**config.mk**
```make
export PLATFORM = sky130hd
export DESIGN_NAME = rs232_tx_fifo_flat
export DESIGN_NICKNAME = d
export VERILOG_FILES = /design/src/rtl/rs232_pkg.sv /design/src/rtl/rs232_tx_fifo_if.sv /design/src/rtl/rs232_fifo_mem.sv /design/src/rtl/rs232_tx_fifo.sv /design/src/flat_wrapper.sv
export SDC_FILE = /design/constraint.sdc
export NUM_CORES = 1
export LEC_CHECK = 0
export CAP_MARGIN = 20
export CORE_MARGIN = 4
export CORE_UTILIZATION = 35
export CTS_BUF_LIST = sky130_fd_sc_hd__clkbuf_16
export CTS_CLUSTER_SIZE = 30
export DETAILED_ROUTE_END_ITERATION = 7
export GPL_ROUTABILITY_DRIVEN = 1
export HOLD_SLACK_MARGIN = 0.05
export PLACE_DENSITY = 0.5
export SLEW_MARGIN = 20
export SYNTH_ARGS = -nofsm -noshare
export SYNTH_HDL_FRONTEND = slang
export SYNTH_SLANG_ARGS = --single-unit
```
**constraint.sdc**
```tcl
create_clock -name Clock16x -period 3.9 [get_ports Clock16x]
set_input_delay 0.78 -clock Clock16x [delete_from_list [all_inputs] [get_ports Clock16x]]
set_output_delay 0.78 -clock Clock16x [all_outputs]
set_load 0.05 [all_outputs]
```
**src/rtl/rs232_pkg.sv**
```systemverilog
// Shared RS232 definitions: pacer FSM states and the frame length in 16x ticks,
// common to the transmitter and its upstream FIFO.
package rs232_pkg;

  localparam int unsigned RS232_FRAME_TICKS = 160;

  typedef enum logic [1:0] {
    ST_IDLE  = 2'd0,
    ST_PULSE = 2'd1,
    ST_WAIT  = 2'd2
  } rs232_tx_state_e;

endpackage

```
**src/rtl/rs232_tx_fifo_if.sv**
```systemverilog
// Host/transmitter-facing signal bundle for rs232_tx_fifo.
// RS232_TX_FIFO_OVF_EN adds OvfClr/Overflow.
interface rs232_tx_fifo_if #(
  parameter int unsigned ADDR_W = 4
);
  logic [7:0]      WrData;
  logic            WrEn;
  logic            Full;
  logic            Empty;
  logic [ADDR_W:0] Count;
  logic            Send;
  logic [7:0]      DataIn;
`ifdef RS232_TX_FIFO_OVF_EN
  logic            OvfClr;
  logic            Overflow;

  modport master (output WrData, WrEn, OvfClr,
                  input  Full, Empty, Count, Send, DataIn, Overflow);
  modport slave  (input  WrData, WrEn, OvfClr,
                  output Full, Empty, Count, Send, DataIn, Overflow);
`else
  modport master (output WrData, WrEn,
                  input  Full, Empty, Count, Send, DataIn);
  modport slave  (input  WrData, WrEn,
                  output Full, Empty, Count, Send, DataIn);
`endif
endinterface

```
**src/rtl/rs232_fifo_mem.sv**
```systemverilog
// DEPTH x 8 register array: one synchronous write port, one asynchronous read port.
module rs232_fifo_mem #(
  parameter int unsigned DEPTH  = 16,
  parameter int unsigned ADDR_W = 4
) (
  input  logic              i_clk,
  input  logic              i_we,
  input  logic [ADDR_W-1:0] i_waddr,
  input  logic [7:0]        i_wdata,
  input  logic [ADDR_W-1:0] i_raddr,
  output logic [7:0]        o_rdata
);

  logic [7:0] r_mem [DEPTH];

  always_ff @(posedge i_clk) begin
    if (i_we) r_mem[i_waddr] <= i_wdata;
  end

  assign o_rdata = r_mem[i_raddr];

endmodule

```
**src/rtl/rs232_tx_fifo.sv**
```systemverilog
// Byte FIFO plus frame pacer feeding the RS232 transmitter one byte per FRAME_TICKS.
// Optional overflow flag via RS232_TX_FIFO_OVF_EN.
module rs232_tx_fifo
  import rs232_pkg::*;
#(
  parameter int unsigned DEPTH       = 16,
  parameter int unsigned ADDR_W      = 4,
  parameter int unsigned FRAME_TICKS = RS232_FRAME_TICKS
) (
  input  logic            Clock16x,
  input  logic            Reset,
  rs232_tx_fifo_if.slave  bus
);

  localparam int unsigned     TICK_W    = $clog2(FRAME_TICKS);
  localparam logic [ADDR_W:0] CNT_ONE   = (ADDR_W+1)'(1);
  localparam logic [ADDR_W:0] CNT_DEPTH = (ADDR_W+1)'(DEPTH);
  localparam logic [ADDR_W-1:0] PTR_ONE = ADDR_W'(1);
  localparam logic [TICK_W-1:0] TICK_LOAD = TICK_W'(FRAME_TICKS - 2);
  localparam logic [TICK_W-1:0] TICK_ONE  = TICK_W'(1);

  logic [ADDR_W-1:0] r_wr_ptr;
  logic [ADDR_W-1:0] r_rd_ptr;
  logic [ADDR_W:0]   r_count;
  logic [ADDR_W:0]   w_count_nxt;
  logic              r_full;
  logic              r_empty;
  logic              w_push;
  logic              w_pop;
  logic [7:0]        w_rd_data;

  rs232_tx_state_e   r_state;
  rs232_tx_state_e   w_state_nxt;
  logic [TICK_W-1:0] r_tick;
  logic [TICK_W-1:0] w_tick_nxt;
  logic              w_send_nxt;
  logic              r_send;
  logic [7:0]        r_data_in;

  // Full is the registered value, so a write alongside a pop from full is dropped.
  assign w_push = bus.WrEn & ~r_full;

  rs232_fifo_mem #(
    .DEPTH  (DEPTH),
    .ADDR_W (ADDR_W)
  ) u_mem (
    .i_clk   (Clock16x),
    .i_we    (w_push),
    .i_waddr (r_wr_ptr),
    .i_wdata (bus.WrData),
    .i_raddr (r_rd_ptr),
    .o_rdata (w_rd_data)
  );

  always_comb begin
    w_count_nxt = r_count;
    unique case ({w_push, w_pop})
      2'b10:   w_count_nxt = r_count + CNT_ONE;
      2'b01:   w_count_nxt = r_count - CNT_ONE;
      default: w_count_nxt = r_count;
    endcase
  end

  always_ff @(posedge Clock16x) begin
    if (Reset) begin
      r_wr_ptr <= '0;
      r_rd_ptr <= '0;
      r_count  <= '0;
      r_full   <= 1'b0;
      r_empty  <= 1'b1;
    end else begin
      if (w_push) r_wr_ptr <= r_wr_ptr + PTR_ONE;
      if (w_pop)  r_rd_ptr <= r_rd_ptr + PTR_ONE;
      r_count <= w_count_nxt;
      r_full  <= (w_count_nxt == CNT_DEPTH);
      r_empty <= (w_count_nxt == '0);
    end
  end

  always_ff @(posedge Clock16x) begin
    if (Reset) r_state <= ST_IDLE;
    else       r_state <= w_state_nxt;
  end

  // WAIT leaves on the last tick so one frame is 1 IDLE + 1 PULSE + FRAME_TICKS-2 WAIT.
  always_comb begin
    w_state_nxt = r_state;
    unique case (r_state)
      ST_IDLE:  if (!r_empty) w_state_nxt = ST_PULSE;
      ST_PULSE: w_state_nxt = ST_WAIT;
      ST_WAIT:  if (r_tick == TICK_ONE) w_state_nxt = ST_IDLE;
      default:  w_state_nxt = ST_IDLE;
    endcase
  end

  always_comb begin
    w_pop      = 1'b0;
    w_send_nxt = 1'b0;
    w_tick_nxt = r_tick;
    unique case (r_state)
      ST_IDLE:  w_pop = ~r_empty;
      ST_PULSE: begin
        w_send_nxt = 1'b1;
        w_tick_nxt = TICK_LOAD;
      end
      ST_WAIT:  w_tick_nxt = r_tick - TICK_ONE;
      default:  w_tick_nxt = '0;
    endcase
  end

  always_ff @(posedge Clock16x) begin
    if (Reset) begin
      r_send    <= 1'b0;
      r_data_in <= '0;
      r_tick    <= '0;
    end else begin
      r_send <= w_send_nxt;
      r_tick <= w_tick_nxt;
      if (w_pop) r_data_in <= w_rd_data;
    end
  end

`ifdef RS232_TX_FIFO_OVF_EN
  logic r_overflow;

  always_ff @(posedge Clock16x) begin
    if (Reset)                    r_overflow <= 1'b0;
    else if (bus.WrEn && r_full)  r_overflow <= 1'b1;
    else if (bus.OvfClr)          r_overflow <= 1'b0;
  end

  assign bus.Overflow = r_overflow;
`endif

  assign bus.Full   = r_full;
  assign bus.Empty  = r_empty;
  assign bus.Count  = r_count;
  assign bus.Send   = r_send;
  assign bus.DataIn = r_data_in;

endmodule
```
**src/flat_wrapper.sv**
```systemverilog
// flat-port wrapper written by rule: the top's interface ports become plain ports
module rs232_tx_fifo_flat import rs232_pkg::*;
#(
  parameter int unsigned DEPTH       = 16,
  parameter int unsigned ADDR_W      = 4,
  parameter int unsigned FRAME_TICKS = RS232_FRAME_TICKS
)
  (Clock16x, Reset, bus_WrData, bus_WrEn, bus_Full, bus_Empty, bus_Count, bus_Send, bus_DataIn);
  rs232_tx_fifo_if #(.ADDR_W(ADDR_W)) bus_i ();
  input  logic Clock16x;
  input  logic Reset;
  input wire logic [$bits(bus_i.WrData)-1:0] bus_WrData;
  input wire logic [$bits(bus_i.WrEn)-1:0] bus_WrEn;
  output wire logic [$bits(bus_i.Full)-1:0] bus_Full;
  output wire logic [$bits(bus_i.Empty)-1:0] bus_Empty;
  output wire logic [$bits(bus_i.Count)-1:0] bus_Count;
  output wire logic [$bits(bus_i.Send)-1:0] bus_Send;
  output wire logic [$bits(bus_i.DataIn)-1:0] bus_DataIn;
  assign bus_i.WrData = bus_WrData;
  assign bus_i.WrEn = bus_WrEn;
  assign bus_Full = bus_i.Full;
  assign bus_Empty = bus_i.Empty;
  assign bus_Count = bus_i.Count;
  assign bus_Send = bus_i.Send;
  assign bus_DataIn = bus_i.DataIn;
  rs232_tx_fifo #(.DEPTH(DEPTH), .ADDR_W(ADDR_W), .FRAME_TICKS(FRAME_TICKS)) u_core (.Clock16x(Clock16x), .Reset(Reset), .bus(bus_i));
endmodule
```
### Cell density map, run 1

15 x 15 tiles, from white (low) to dark blue (high), 0 to 100% covered.
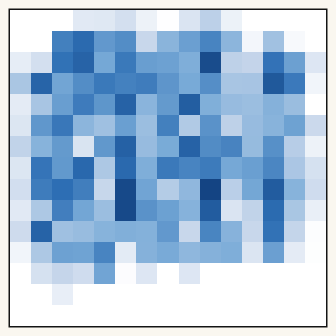
fullest tile = 92%
mean over tiles = 36%
tiles over 75% full = 8.4%
emptiest ninth of the die = lower right
nearly empty tiles = 23%

### Cell classes on the final placement, run 1

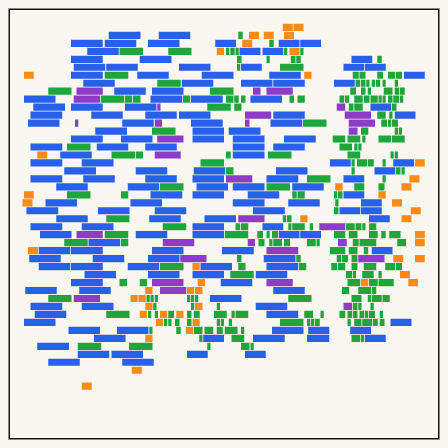
blue -> sequential cells  # cells 162
green -> remaining logic cells  # cells 243
purple -> clock drivers and dummy loads  # cells 30
orange -> remaining buffers and delay cells  # cells 48

==> flow_summary.ini, run 1 <==
; synthesis and place-and-route metrics
[pwr]
clock_net_power_w = 0.00168
power.share.sequential_pct = 40.9
swShare_pct = 31.5
powerComb_w = 0.00146
power-top-group = registers
p_leak_nw = 2.60
clockPowerShare_pct = 31.6

[yosys]
synth_cell_type_count = 54
edf_count = 128
yosys_area_um2 = 6670
ff_type = edfxtp_1
synth-compound-area-share_pct = 6.34
netlist_instances = 427
xor_area_share_pct = 1.31

[place]
dpl.cell_count = 687
place_area_um2 = 7280
io_buffers = 26
pre_cts_slack_ps = 386
dp_hpwl_um = 8920

[floorplan]
initial_core_util_pct = 35.6
io_pins = 27
nWellTaps = 234

[cells_and_area]
diodes = 0
buffers = 48
postLayoutCellArea_um2 = 7860
layout_top_cell = edfxtp_1
logic_area_um2 = 1980
clkbuf_count = 17
fin_cells = 717
layout.nets = 496
fill_cells = 1659
nNonClkInverters = 12

[clock_tree]
cts_max_level = 4
cts_inserted_buffers = 17
ctsHoldBuffers = 0
cts_tree = built

[worst_setup_path]
path_class = reg -> reg
worstSetupStartpoint = u_core.r_state[0]
r2r_start = u_core.r_state[0]
cp-end-kind = flip-flop
cp_max_fo = 16

[timing]
worst_pin_slew_ps = 914
fmax_mhz = 300
hold_viol = 0
slew_viol_final = 0

[run_status]
outcome = completed

[detailed_routing]
avgViaCountPerCell = 5.11

[global_route]
grt_usage_pct = 13.7
overflow = 0
### Where the registers sit, run 1

The bar under the picture is 50 µm long. Other sequential cells in the stronger grey, the rest of the logic in the fainter grey.
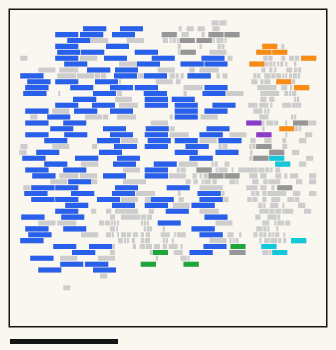
purple -> `u_core.r_state`  # sequential cells 2
orange -> `u_core.r_tick`  # sequential cells 8, where upper right
green -> `u_core.r_wr_ptr`  # sequential cells 4, where bottom centre
cyan -> `u_core.bus.Count`  # sequential cells 5
blue -> `u_core.u_mem.r_mem`  # sequential cells 128
not coloured = 15
Seq/total area: 57.6%
P_seq: 0.00217 W
Core Util, Final: 42.0%
Sequential Area: 4530 µm²

### Metal 3, run 1

The bar under the picture is 50 µm long.
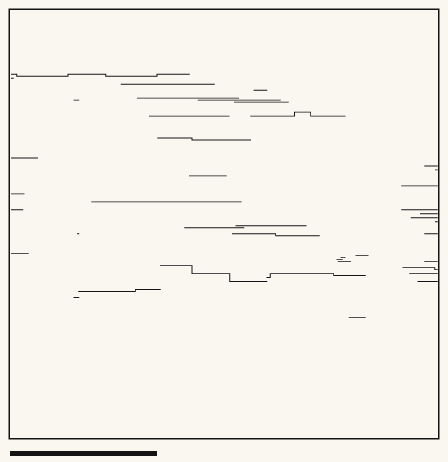
longest straight run = 51.1 µm
share of all routed wire = 4.6%
main direction = horizontal
GR Util met3: 3.72%
overall routed net length: 14100 µm
DR vias: 3662

[run 1: metal layers]
layer  global-route usage, %  up-vias  part of all wire, %
li1                        -     1737                    -
met1                    18.3     1851                   46
met2                    22.4       64                   48
met3                    3.72       10                  4.6
met4                    3.81        0                 0.91
met5                       0        -                    0
[run 1: critical path: cells and delay by family, from the launching register on]
| family | cells | cell delay, ps |
|---|---|---|
| AND-OR/OR-AND | 1 | 280 |
| XOR/XNOR | 1 | 180 |
| adder cells (fa/ha/maj) | 2 | 760 |
| buffers and inverters | 1 | 100 |
| flip-flops | 1 | 330 |
| AND/OR/NAND/NOR | 6 | 1590 |
==> inputs of run 2 (changes only) <==
--- a/constraint.sdc
+++ b/constraint.sdc
@@ -3,2 +3,2 @@
 set_output_delay 0.78 -clock Clock16x [all_outputs]
-set_load 0.05 [all_outputs]
+set_load 0.02 [all_outputs]
### Where the registers sit, run 2

The bar under the picture is 50 µm long. Other sequential cells in the stronger grey, the rest of the logic in the fainter grey.
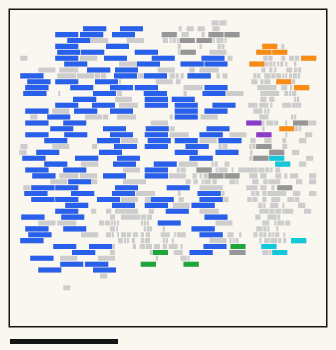
green -> `u_core.r_wr_ptr`  # sequential cells 4, where bottom centre
orange -> `u_core.r_tick`  # sequential cells 8, where upper right
purple -> `u_core.r_state`  # sequential cells 2
blue -> `u_core.u_mem.r_mem`  # sequential cells 128
cyan -> `u_core.bus.Count`  # sequential cells 5
not coloured = 15

### Cell classes on the final placement, run 2

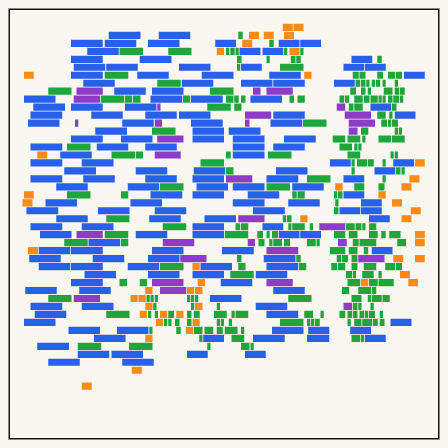
orange -> remaining buffers and delay cells  # cells 48
purple -> clock drivers and dummy loads  # cells 30
blue -> sequential cells  # cells 162
green -> remaining logic cells  # cells 243
design area: 7860 µm²
row cnt: 50
Core Region: 18700 µm²

==> flow_summary.ini, run 2 <==
; synthesis and place-and-route metrics
[run_status]
outcome = completed

[global_route]
grt_use_met2_pct = 22.4
grt.met1_usage_pct = 18.3
overflow = 0
top_usage_layer = met2

[worst_setup_path]
required_ps = 4230
crit_cells = 11
cp_max_fo = 16
worstSetupStartpoint = u_core.r_state[0]
r2r_start = u_core.r_state[0]
worst-path-buf-inv = 1
cp-end-kind = flip-flop
cpLargestDelayFamily = simple AND/OR/NAND/NOR gates
path_class = reg -> reg

[yosys]
synth_cell_type_count = 54
yosys_area_um2 = 6670
ff_type = edfxtp_1
edf_count = 128
netlist_instances = 427

[timing]
slew_viol_final = 0
worst_pin_slew_ps = 914
fmax_mhz = 300

[place]
place_area_um2 = 7280
pre_cts_slack_ps = 386
dp_hpwl_um = 8920
dpl.cell_count = 687

[detailed_routing]
wl_met3_um = 645
dr_wl_met2_um = 6770
top_layer_used = met4
vias = 3662

[pwr]
p_leak_nw = 2.60

[cells_and_area]
layout.nets = 496
fin_cells = 717
diodes = 0

[clock_tree]
cts_tree = built
cts_max_level = 4
cts_inserted_buffers = 17
ctsHoldBuffers = 0

[floorplan]
chipWidth_um = 146
io_pins = 27
### Cell density map, run 2

15 x 15 tiles, from white (low) to dark blue (high), 0 to 100% covered.
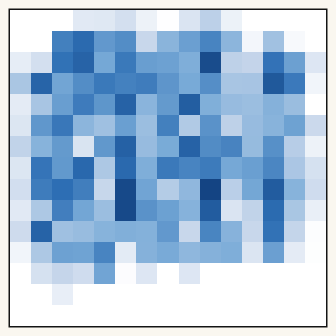
fullest tile = 92%
densest ninth of the die = centre
mean over tiles = 36%
FP Util: 35.6%

## run 2: kinds of logic after synthesis
kind of cell | share of synthesized area, %
buffers and inverters | 2.42
multiplexers | 11.3
AND/OR/NAND/NOR | 8.37
AND-OR/OR-AND | 6.34
adder cells (fa/ha/maj) | 2.44
flip-flops | 67.9
XOR/XNOR | 1.31
## run 2: layout make-up
type                            count  area (µm²)
Clock buffer                       17         425
Multi-Input combinational cell    231        1980
Fill cell                        1659       10800
Tap cell                          234         293
Timing Repair Buffer               48         425
Sequential cell                   162        4530
Clock inverter                     13         160
Inverter                           12        50.0
## run 2: where the power goes
part           internal [W]  total (W)  switching, W
Clock               0.00100    0.00168      0.000679
Combinational      0.000633    0.00132      0.000689
Sequential          0.00200    0.00217      0.000170
Total               0.00364    0.00517       0.00154
Power is estimated from default activity; no workload was simulated.
